Figure 1. Sequential cells grouped by signal name.
Scale bar: 20 um. Other sequential cells in the stronger gray, the rest of the logic in the fainter gray.
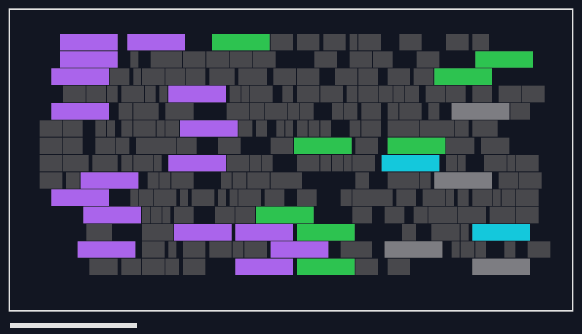
Figure 2. Met1 routing.
Scale bar: 20 um. Supply wires on this layer in gray.
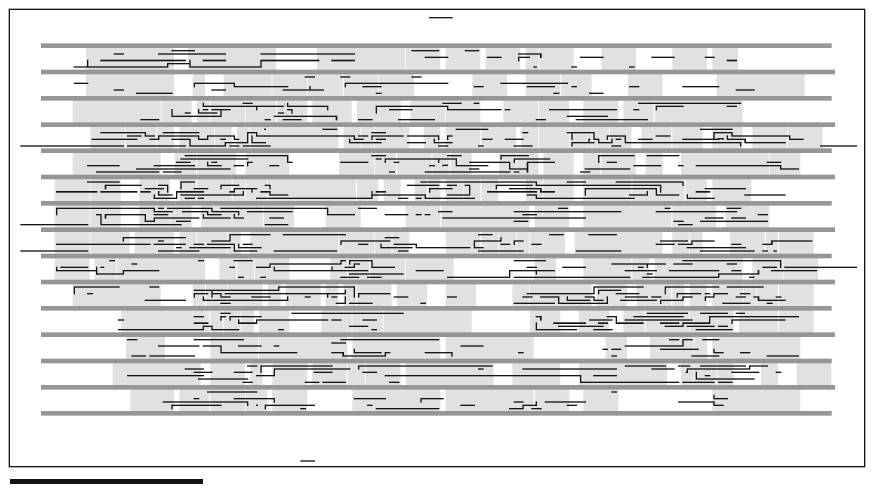
Figure 3. Routed metal, one color a layer.
Two of the layers only.
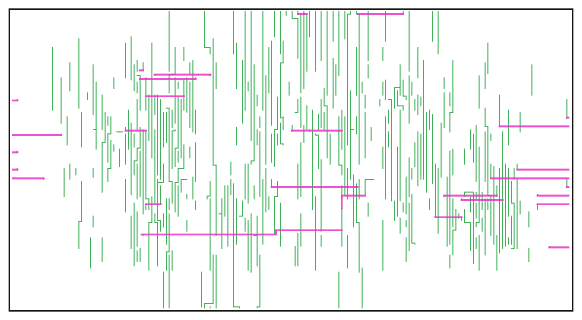
Figure 4. Congestion heat map.
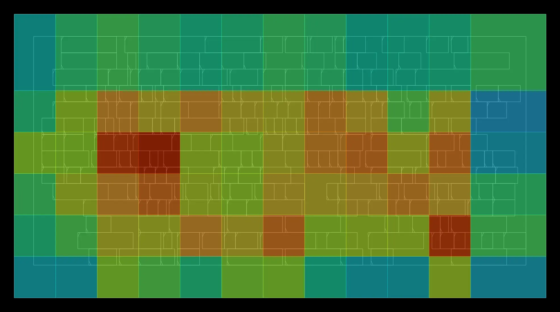
Figure 5. Nets reached from selected ports.
Scale bar: 20 um.
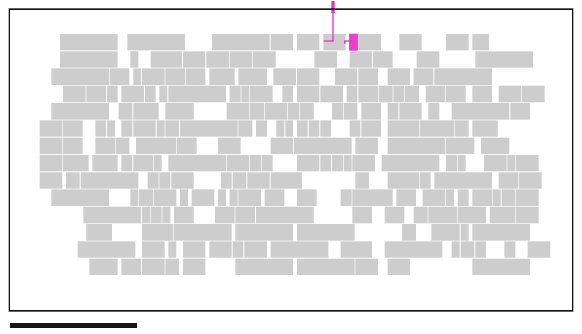
### config.mk
export PLATFORM = sky130hd
export DESIGN_NAME = exec_sequencer
export DESIGN_NICKNAME = d
export VERILOG_FILES = /design/src/rtl/exec_sequencer.sv
export SDC_FILE = /design/constraint.sdc
export NUM_CORES = 1
export LEC_CHECK = 0
export CAP_MARGIN = 30
export CORE_ASPECT_RATIO = 0.5
export CORE_MARGIN = 3
export CORE_UTILIZATION = 51
export DETAILED_ROUTE_END_ITERATION = 7
export PLACE_DENSITY = 0.92
export SKIP_LAST_GASP = 1
export SLEW_MARGIN = 20
export SYNTH_ARGS = -nofsm -noshare
export SYNTH_HDL_FRONTEND = slang
export SYNTH_SLANG_ARGS = --single-unit
### constraint.sdc
create_clock -name clk -period 4.38 [get_ports clk]
set_input_delay 0.876 -clock clk [delete_from_list [all_inputs] [get_ports clk]]
set_output_delay 0.876 -clock clk [all_outputs]
set_load 0.02 [all_outputs]
### src/rtl/exec_sequencer.sv
// rtl/exec_sequencer.sv - run-control FSM and program counter for the 8-bit core
`timescale 1ns/1ps
module exec_sequencer #(
    parameter int          BOOT_CYCLES = 4,
    parameter bit          AUTO_RUN    = 1'b1,
    parameter logic [7:0]  RESET_PC    = 8'h00
) (
    input  logic        clk,
    input  logic        reset_n,
    input  logic        jmp,
    input  logic        jmp_nz,
    input  logic [3:0]  ir_nibble,
    input  logic        dont_jmp,
    input  logic        cmd_valid,
    input  logic [1:0]  cmd,
    output logic        cmd_ready,
    input  logic        bp_en,
    input  logic [7:0]  bp_addr,
    output logic [7:0]  pc,
    output logic        hold,
    output logic        halted,
    output logic        step_done,
    output logic [15:0] instr_count
);

    typedef enum logic [1:0] {S_BOOT, S_RUN, S_HALT, S_STEP} state_t;

    localparam int            BW        = (BOOT_CYCLES > 1) ? $clog2(BOOT_CYCLES) : 1;
    localparam logic [BW-1:0] BOOT_LAST = BW'(BOOT_CYCLES - 1);

    localparam logic [1:0] CMD_RUN  = 2'b01;
    localparam logic [1:0] CMD_HALT = 2'b10;
    localparam logic [1:0] CMD_STEP = 2'b11;

    state_t        state, state_nxt;
    logic [BW-1:0] boot_cnt;
    logic          bp_armed;
    logic          bp_hit;
    logic          cmd_acc;
    logic          advance;
    logic          take_jump;

    always_ff @(posedge clk or negedge reset_n) begin
        if (!reset_n) begin
            state <= S_BOOT;
        end else begin
            state <= state_nxt;
        end
    end

    always_comb begin
        state_nxt = state;
        case (state)
            S_BOOT: begin
                if (boot_cnt == BOOT_LAST) begin
                    state_nxt = AUTO_RUN ? S_RUN : S_HALT;
                end
            end
            S_RUN: begin
                // A breakpoint halts before the instruction at bp_addr executes.
                if (bp_hit || (cmd_acc && cmd == CMD_HALT)) begin
                    state_nxt = S_HALT;
                end
            end
            S_HALT: begin
                if (cmd_acc && cmd == CMD_RUN) begin
                    state_nxt = S_RUN;
                end else if (cmd_acc && cmd == CMD_STEP) begin
                    state_nxt = S_STEP;
                end
            end
            default: state_nxt = S_HALT;
        endcase
    end

    always_comb begin
        bp_hit    = (state == S_RUN) && bp_en && bp_armed && (pc == bp_addr);
        cmd_ready = (state == S_RUN) || (state == S_HALT);
        halted    = (state == S_HALT);
        hold      = 1'b1;
        case (state)
            S_RUN:   hold = bp_hit;
            S_STEP:  hold = 1'b0;
            default: hold = 1'b1;
        endcase
    end

    assign cmd_acc   = cmd_valid && cmd_ready;
    assign advance   = !hold;
    assign take_jump = jmp || (jmp_nz && !dont_jmp);

    always_ff @(posedge clk or negedge reset_n) begin
        if (!reset_n) begin
            pc          <= RESET_PC;
            boot_cnt    <= '0;
            instr_count <= 16'h0000;
            bp_armed    <= 1'b0;
            step_done   <= 1'b0;
        end else begin
            step_done <= (state == S_STEP);
            if (state == S_BOOT && boot_cnt != BOOT_LAST) begin
                boot_cnt <= boot_cnt + 1'b1;
            end
            if (advance) begin
                pc <= take_jump ? {pc[7:4], ir_nibble} : pc + 8'd1;
                if (instr_count != 16'hFFFF) begin
                    instr_count <= instr_count + 16'd1;
                end
            end
            // Disarming on resume lets the core step past the breakpoint it stopped on.
            if (state == S_HALT && (state_nxt == S_RUN || state_nxt == S_STEP)) begin
                bp_armed <= 1'b0;
            end else if (advance) begin
                bp_armed <= 1'b1;
            end
        end
    end

endmodule

==> out/results.txt <==
crit path max-delay cell type = clkdlybuf4s50_1
dpl cell area = 2260 sq um
# clock sinks = 30
DR WL/cell = 14.9 um
grt total ovfl = 0
CORE AREA = 3120 sq um
Crit. End Element = primary output
Yosys reg bits = 30
most common cell in the synthesized netlist = dfrtp_1
setup violators final = 0
OpenROAD warnings = 29
R2R Setup Slk = 2.36 ns
final period utilization = 86.3%
Top-area cell share = 43.3%
reg-to-reg critical path endpoint = instr_count[1]
Final Hold Fails = 0
Peak Freq = 265 MHz
Worst-Skew Late Latency = 0.28 ns
Synth Instances = 165
vias per inst = 5.53
Top Family by Delay on Critical Path = buffers and inverters
Die Y = 47.2 um
MaxCap Viol Count = 0
Final Critical Period = 3.78 ns
end of the critical path = hold
Fin Clk Skew = 0.00467 ns
RSZ-0062 raised after global routing = no
vias = 1438
Least-Margin Pin Slew = 0.737 ns
worst flop-to-flop path startpoint = state[1]
quantity of hold-fixing buffers added after cts = 0
kind of critical path = in -> out
CTS Buf Count = 5
chip area = 4180 sq um
yosys stat area = 1730 sq um
Die Width = 88.4 um
maximum clock path buffer count = 2
Yosys warnings = 0
Sequential Power Share = 34.6%
number of buffers added for setup after CTS = 0
Initial DRT Pass Iterations = 4
status = completed
Antenna diodes = 0
CP Launch Point = bp_addr[4]
yosys cell count = 165
cell type with the largest total area = dfrtp_1
Worst Path Required = 3.50 ns
Worst Path Buf+Inv = 3
switching power = 525 uW
sw frac = 40.3%
CTS clk-pin slew, worst paths = 0.06 ns
Final Max Slew Viols = 0
Clk network pwr share = 17.3%
flip-flops with a built-in enable = 0
crit path DAT = 2.90 ns
post-DP HPWL = 2900 um
CP Cell Sequence = clkdlybuf4s50_1, xnor2_1, nand4_1, o31a_4, inv_4, clkdlybuf4s50_1
Max FO, Critical Path = 16
worst vdd ir = 0.336 mV
CTS tree = done
Pint = 776 uW
Post-synth top flop = dfrtp_1
Min-Delay Path Depth = 1
fp_density = 55.6%
initial antenna violation count = 0
Top cells by area = dfrtp_1 43%, xnor2_1 8.1%, ha_1 5.1%
Hold WC Path Type = reg -> reg
Area Growth Syn to Fin = 35.5%
post-CTS sizing = 0
largest net degree at the start of global routing = 31
Netlist cell types = 37
Post-synth top cells = 30 x dfrtp_1, 16 x xnor2_1, 15 x nand2_1
slew margin rel. = 50.9%
Comb pwr share = 48.1%
Layout Nets = 247
Syn Nets = 193
IO Count = 49
Seq share, synth = 43.3%
WL final = 3880 um
CTS HTree Levels = 2
max incr delay on CP = 0.62 ns
root buffer cell = clkbuf_8
hold slack = 0.474 ns
Mean Syn Cell Area = 10.5 sq um
Cell Area, Synth = 1730 sq um
FF-to-FF path depth = 6
Rows = 14
RD Place Congestion = 0.866
Iteration-0 DRC Markers = 76
I/O Buffers = 48
critical path depth in cells = 6
crit-path most repeated cell = clkdlybuf4s50_1
vias in the first global route = 1406
share of async-settable or async-resettable flops after synthesis = 100%
antenna violation net count after detailed routing = 0
global-route wire length before repair = 6400 um
Residual DRC = 0
Lkg Pwr = 0.000981 uW
P per Cell Area = 554 nW/um^2
Startpoint Class = primary input
TNS Setup = 0 ns
share of post-route cells with drive strength above 1 = 12.7%
design area = 2350 sq um
Back to the opening pictures, Figure 1:
legend:
  state:
    color: cyan
    flops: 2
  instr_count:
    color: purple
    flops: 16
  pc:
    color: green
    flops: 8
not colored: 4

Back to the opening pictures, Figure 2:
share of all routed wire: 43%
longest straight run: 20.2 um

Back to the opening pictures, Figure 3:
legend:
  metal 3:
    color: magenta
    wire_length: 175 um
  metal 2:
    color: green
    wire_length: 1990 um

Back to the opening pictures, Figure 4:
GRT busiest layer: met2
Tot GR Track Use: 20.5%
grt met2 use: 37.7%
final core utilization: 75.3%
met1 track demand over resource: 24.1%

Back to the opening pictures, Figure 5:
legend:
  dont_jmp:
    color: magenta
    bits: 1
    direction: input
    end_cells: 1
    buffers: 1
    wire: 7.50 um

[area by class of cell]
class	instances	area (sq um)
multi-input cells	127	942
fillers	212	771
flip-flops and latches	30	751
repair buffers	49	488
clock buffers	7	86.3
well taps	40	50.0
inverters	6	25.0
clock inverters	1	5.00
[worst min-delay path by stage]
stage | startpoint | slack (ns) | end
2_1_floorplan | boot_cnt[0] | 0.45 | boot_cnt[0]
3_3_place_gp | boot_cnt[0] | 0.46 | boot_cnt[0]
3_5_place_dp | boot_cnt[0] | 0.47 | boot_cnt[0]
4_1_cts | boot_cnt[0] | 0.48 | boot_cnt[0]
5_1_grt | boot_cnt[0] | 0.49 | boot_cnt[0]
6_report | boot_cnt[0] | 0.47 | boot_cnt[0]
[power by group through the flow]
stage               logic (uW)  registers [uW]  clock network [uW]
floorplan                  349             497                   0
global placement           599             450                   0
detailed placement         625             451                   0
CTS                        628             450                 229
global route               684             469                 243
finish                     626             450                 225
[flip-flops by register name, summed over array words and instances, names as in the netlist]
name and count:
bp_armed 1, state 2, instr_count 16, pc 8, step_done 1, boot_cnt 2
[logic make-up after synthesis]
logic type | synth area share, %
simple gates | 24.3
compound gates | 8.09
flops | 43.3
fa+ha+maj | 5.05
xor+xnor | 13.1
mux | 3.83
buf+inv | 2.31
[per-stage QoR]
stage               std cells  worst slack, ns  power, uW
finish                    260            0.599       1300
global route              260            0.494       1400
CTS                       260            0.592       1310
detailed placement        252            0.598       1080
global placement          252            0.651       1050
floorplan                 165             1.83        846
[cell usage in the layout (no fill, tap or decap), drive strengths merged]
master,count
nor4b,1
and4,1
nor2b,2
dfrtp,30
a31oi,1
nor3,9
ha,7
mux2i,1
a2bb2oi,1
nand3,17
xor2,10
nor2,4
and3,6
nand2,15
or2,1
o31a,1
clkinv,1
inv,6
mux2,5
nand4,8
buf,1
o21ai,10
o2111ai,1
clkbuf,7
a21oi,6
a41o,1
xnor2,16
clkdlybuf4s50,48
nand2b,2
a41oi,1
[metal layers]
layer / global-route usage [%] / wire, um / vias to the layer above
li1: - / - / 696
met4: 7.23 / 53 / 0
met1: 24.1 / 1660 / 696
met5: 0 / 0 / -
met3: 5.08 / 174 / 4
met2: 37.7 / 1990 / 42
Power is estimated from default activity; no workload was simulated.
